Sequential cells grouped by signal name:
Other sequential cells in the stronger grey, the rest of the logic in the fainter grey.
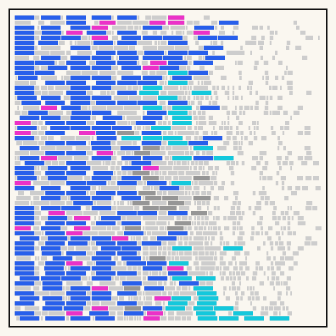
Power grid:
Pins as bars on the die edge. Tap cells in grey.
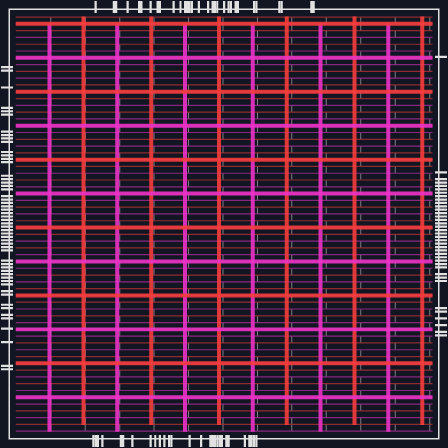
**src/rtl/regfile_write_arbiter.sv**
```systemverilog
// Register-file write-port arbiter: per-source FIFOs (ALU, MEM), round-robin
// drain at one write per cycle onto registered wen/w_addr/w_data, plus a
// pending-write mask for the hazard logic.

// Per-source write queue; also reports which registers it holds writes for.
module rfwa_fifo #(
  parameter int DATA_W = 32,
  parameter int ADDR_W = 5,
  parameter int QDEPTH = 4
) (
  input  logic                   clk,
  input  logic                   rst,
  input  logic                   flush,
  input  logic                   push,
  input  logic [ADDR_W-1:0]      push_addr,
  input  logic [DATA_W-1:0]      push_data,
  input  logic                   pop,
  output logic [ADDR_W-1:0]      head_addr,
  output logic [DATA_W-1:0]      head_data,
  output logic                   nonempty,
  output logic                   not_full,
  output logic [(1<<ADDR_W)-1:0] mask
);
  localparam int PW = $clog2(QDEPTH);

  logic [ADDR_W-1:0] addr_q [QDEPTH];
  logic [DATA_W-1:0] data_q [QDEPTH];
  logic [PW-1:0]     rd_ptr, wr_ptr, offs;
  logic [PW:0]       count;

  // Pointer/count bookkeeping; flush drops every queued entry.
  always_ff @(posedge clk or negedge rst) begin
    if (!rst) begin
      rd_ptr <= '0;
      wr_ptr <= '0;
      count  <= '0;
    end else if (flush) begin
      rd_ptr <= '0;
      wr_ptr <= '0;
      count  <= '0;
    end else begin
      if (push) wr_ptr <= wr_ptr + 1'b1;
      if (pop)  rd_ptr <= rd_ptr + 1'b1;
      case ({push, pop})
        2'b10:   count <= count + 1'b1;
        2'b01:   count <= count - 1'b1;
        default: count <= count;
      endcase
    end
  end

  // Entry storage; contents are only meaningful while counted as valid.
  always_ff @(posedge clk) begin
    if (push) begin
      addr_q[wr_ptr] <= push_addr;
      data_q[wr_ptr] <= push_data;
    end
  end

  assign head_addr = addr_q[rd_ptr];
  assign head_data = data_q[rd_ptr];
  assign nonempty  = (count != '0);
  assign not_full  = (count < (PW+1)'(QDEPTH));

  // Destination mask over the occupied slots (distance from head < count).
  always_comb begin
    mask = '0;
    offs = '0;
    for (int i = 0; i < QDEPTH; i++) begin
      offs = PW'(i) - rd_ptr;
      if ({1'b0, offs} < count) mask[addr_q[i]] = 1'b1;
    end
  end
endmodule

module regfile_write_arbiter #(
  parameter int DATA_W         = 32,
  parameter int ADDR_W         = 5,
  parameter int QDEPTH         = 4,
  parameter int ZERO_HARDWIRED = 1
) (
  input  logic                   clk,
  input  logic                   rst,
  input  logic                   flush,
  input  logic                   alu_valid,
  output logic                   alu_ready,
  input  logic [ADDR_W-1:0]      alu_addr,
  input  logic [DATA_W-1:0]      alu_data,
  input  logic                   mem_valid,
  output logic                   mem_ready,
  input  logic [ADDR_W-1:0]      mem_addr,
  input  logic [DATA_W-1:0]      mem_data,
  output logic                   wen,
  output logic [ADDR_W-1:0]      w_addr,
  output logic [DATA_W-1:0]      w_data,
  output logic [(1<<ADDR_W)-1:0] busy_mask
);
  localparam int NREG = 1 << ADDR_W;
  localparam int NSRC = 2;  // index 0 = ALU, 1 = MEM

  logic [NSRC-1:0]             in_valid, ready, push, pop, nonempty, not_full;
  logic [NSRC-1:0][ADDR_W-1:0] in_addr, head_addr;
  logic [NSRC-1:0][DATA_W-1:0] in_data, head_data;
  logic [NSRC-1:0][NREG-1:0]   q_mask;
  logic                        last_grant, grant_valid, grant_sel, drop_zero;
  logic [ADDR_W-1:0]           g_addr;
  logic [DATA_W-1:0]           g_data;

  assign in_valid  = {mem_valid, alu_valid};
  assign in_addr   = {mem_addr, alu_addr};
  assign in_data   = {mem_data, alu_data};
  assign ready     = not_full & {NSRC{~flush}};
  assign push      = in_valid & ready;
  assign alu_ready = ready[0];
  assign mem_ready = ready[1];

  for (genvar s = 0; s < NSRC; s++) begin : g_src
    rfwa_fifo #(.DATA_W(DATA_W), .ADDR_W(ADDR_W), .QDEPTH(QDEPTH)) u_fifo (
      .clk       (clk),
      .rst       (rst),
      .flush     (flush),
      .push      (push[s]),
      .push_addr (in_addr[s]),
      .push_data (in_data[s]),
      .pop       (pop[s]),
      .head_addr (head_addr[s]),
      .head_data (head_data[s]),
      .nonempty  (nonempty[s]),
      .not_full  (not_full[s]),
      .mask      (q_mask[s])
    );
  end

  // Round-robin pick: a lone non-empty head wins; on contention, the side
  // opposite the last contended winner.
  always_comb begin
    grant_valid = |nonempty;
    if (&nonempty) grant_sel = ~last_grant;
    else           grant_sel = nonempty[1];
    pop = '0;
    if (grant_valid && !flush) pop[grant_sel] = 1'b1;
  end

  assign g_addr    = head_addr[grant_sel];
  assign g_data    = head_data[grant_sel];
  assign drop_zero = (ZERO_HARDWIRED != 0) && (g_addr == '0);

  // Fairness pointer only moves on contention; flush leaves it alone.
  always_ff @(posedge clk or negedge rst) begin
    if (!rst)                     last_grant <= 1'b1;
    else if (!flush && &nonempty) last_grant <= grant_sel;
  end

  // Registered write port; address-0 writes are popped but never enabled.
  always_ff @(posedge clk or negedge rst) begin
    if (!rst) begin
      wen    <= 1'b0;
      w_addr <= '0;
      w_data <= '0;
    end else if (flush) begin
      wen <= 1'b0;
    end else begin
      wen <= grant_valid && !drop_zero;
      if (grant_valid) begin
        w_addr <= g_addr;
        w_data <= g_data;
      end
    end
  end

  // Pending-write mask: everything queued plus the write being presented.
  always_comb begin
    busy_mask = q_mask[0] | q_mask[1];
    if (wen) busy_mask[w_addr] = 1'b1;
    if (ZERO_HARDWIRED != 0) busy_mask[0] = 1'b0;
  end
endmodule

```
**config.mk**
```make
export PLATFORM = sky130hd
export DESIGN_NAME = regfile_write_arbiter
export DESIGN_NICKNAME = d
export VERILOG_FILES = /design/src/rtl/regfile_write_arbiter.sv
export SDC_FILE = /design/constraint.sdc
export NUM_CORES = 1
export LEC_CHECK = 0
export CORE_MARGIN = 2
export CORE_UTILIZATION = 58
export DETAILED_ROUTE_END_ITERATION = 8
export PLACE_DENSITY = 0.92
export REMOVE_ABC_BUFFERS = 1
export SLEW_MARGIN = 20
export SYNTH_ARGS = -nofsm -noshare
export SYNTH_HDL_FRONTEND = slang
export SYNTH_SLANG_ARGS = --single-unit
export TNS_END_PERCENT = 5
```
**constraint.sdc**
```tcl
create_clock -name clk -period 3.7 [get_ports clk]
set_input_delay 0.555 -clock clk [delete_from_list [all_inputs] [get_ports clk]]
set_output_delay 0.555 -clock clk [all_outputs]
set_load 0.005 [all_outputs]
```
==> impl_metrics.py <==
# Generated from Yosys and OpenROAD reports
metrics = {
    "status": {
        "status": "finished, violations left",
        "failed_checks": "setup timing",
    },
    "layout": {
        "numSequentialCells": 349,
        "num-multi-input-gates": 728,
        "comb_area_share_pct": 30.11,
        "comb_area_mm2": 0.006041,
        "layout.filler_cells": 1578,
        "dominant_cells": "flip-flops and latches",
    },
    "timing": {
        "fin_ws_ps": -255.1,
        "fmax_ghz": 0.2528,
        "unrepaired_setup_endpoints_after_global_routing": "true",
        "report.final.setup_viol": 26,
    },
    "floorplanning": {
        "num_tap_cells": 378,
        "die_area_mm2": 0.02940,
    },
    "yosys": {
        "synth_xor_xnor_area_share_pct": 0.5384,
        "yosysChipArea_mm2": 0.01627,
        "top_cell": "sky130_fd_sc_hd__edfxtp_1",
        "ff_type": "sky130_fd_sc_hd__edfxtp_1",
        "synth_sequential_area_ratio_pct": 62.80,
        "ys_types": 80,
        "most_frequent_cells_after_synthesis": "sky130_fd_sc_hd__edfxtp_1, sky130_fd_sc_hd__nand2_1, sky130_fd_sc_hd__mux4_2, sky130_fd_sc_hd__nor2_1, sky130_fd_sc_hd__nand3_1",
        "enable_flop_cells": 296,
        "synth_top_cell_by_area": "sky130_fd_sc_hd__edfxtp_1",
    },
    "setup_path": {
        "crit_path_end_kind": "primary output",
        "worstReg2RegEnd": "g_src[1].u_fifo.count[2]$_DFFE_PN0P_",
        "setup.worst_path.start": "g_src[1].u_fifo.rd_ptr[1]$_DFFE_PN0P_",
        "crit_path_max_fanout": 5,
    },
    "pwr": {
        "internal_power_of_the_cells_mw": 9.111,
        "clock_power_share_pct": 21.4,
        "pwr.group.clock_mw": 3.29,
        "swShare_pct": 40.80,
    },
    "global_route": {
        "grt_start_max_net_pins": 44,
        "global_route.usage.total_pct": 52.74,
        "grt_first_pass_wirelength_um": 106000,
    },
    "clocking": {
        "cts.sinks": 349,
        "cts_hold_buf": 0,
        "postCtsResizedCells": 68,
        "max-clock-path-buffers": 3,
        "cts-buffers-inserted": 30,
    },
    "route": {
        "drcViolationCount": 0,
        "detail_route.vias_per_cell": 8.120,
    },
    "placed_design": {
        "detailedPlacementHpwl_um": 46650,
    },
}
Notes on 'sequential cells grouped by signal name' above:
g_src.u_fifo.addr_q: in cyan, placed flops 40, where a vertical strip down the middle. w_data: in magenta, placed flops 32. g_src.u_fifo.data_q: in blue, placed flops 256.
Another 21 sequential cells are not coloured.

Notes on 'power grid' above:
VSS: in magenta. VDD: in red.
62 met1 rails follow the rows. The core has 61 rows. 378 tap cells.
Die Width: 171.5 um
total core area: 0.02771 mm^2
y dimension of the die: 171.5 um
VDD IR-drop max: 663.3 uV

registers in the layout, summed over array words and instances (netlist names):
| register | flops |
|---|---|
| g_src.u_fifo.data_q | 256 |
| g_src.u_fifo.wr_ptr | 4 |
| g_src.u_fifo.addr_q | 40 |
| w_data | 32 |
| w_addr | 5 |
| g_src.u_fifo.rd_ptr | 4 |
| last_grant | 1 |
| wen | 1 |
| g_src.u_fifo.count | 6 |
metal layers:
| layer | GRT usage (%) | up-vias | part of all wire [%] |
|---|---|---|---|
| met5 | 0 | - | 0.042 |
| met4 | 44.29 | 4 | 13 |
| met3 | 19.60 | 689 | 17 |
| met2 | 78.42 | 2076 | 43 |
| met1 | 60.89 | 6697 | 28 |
| li1 | - | 5037 | - |
Power figures rest on the tool's default switching activity, not on a simulated workload.
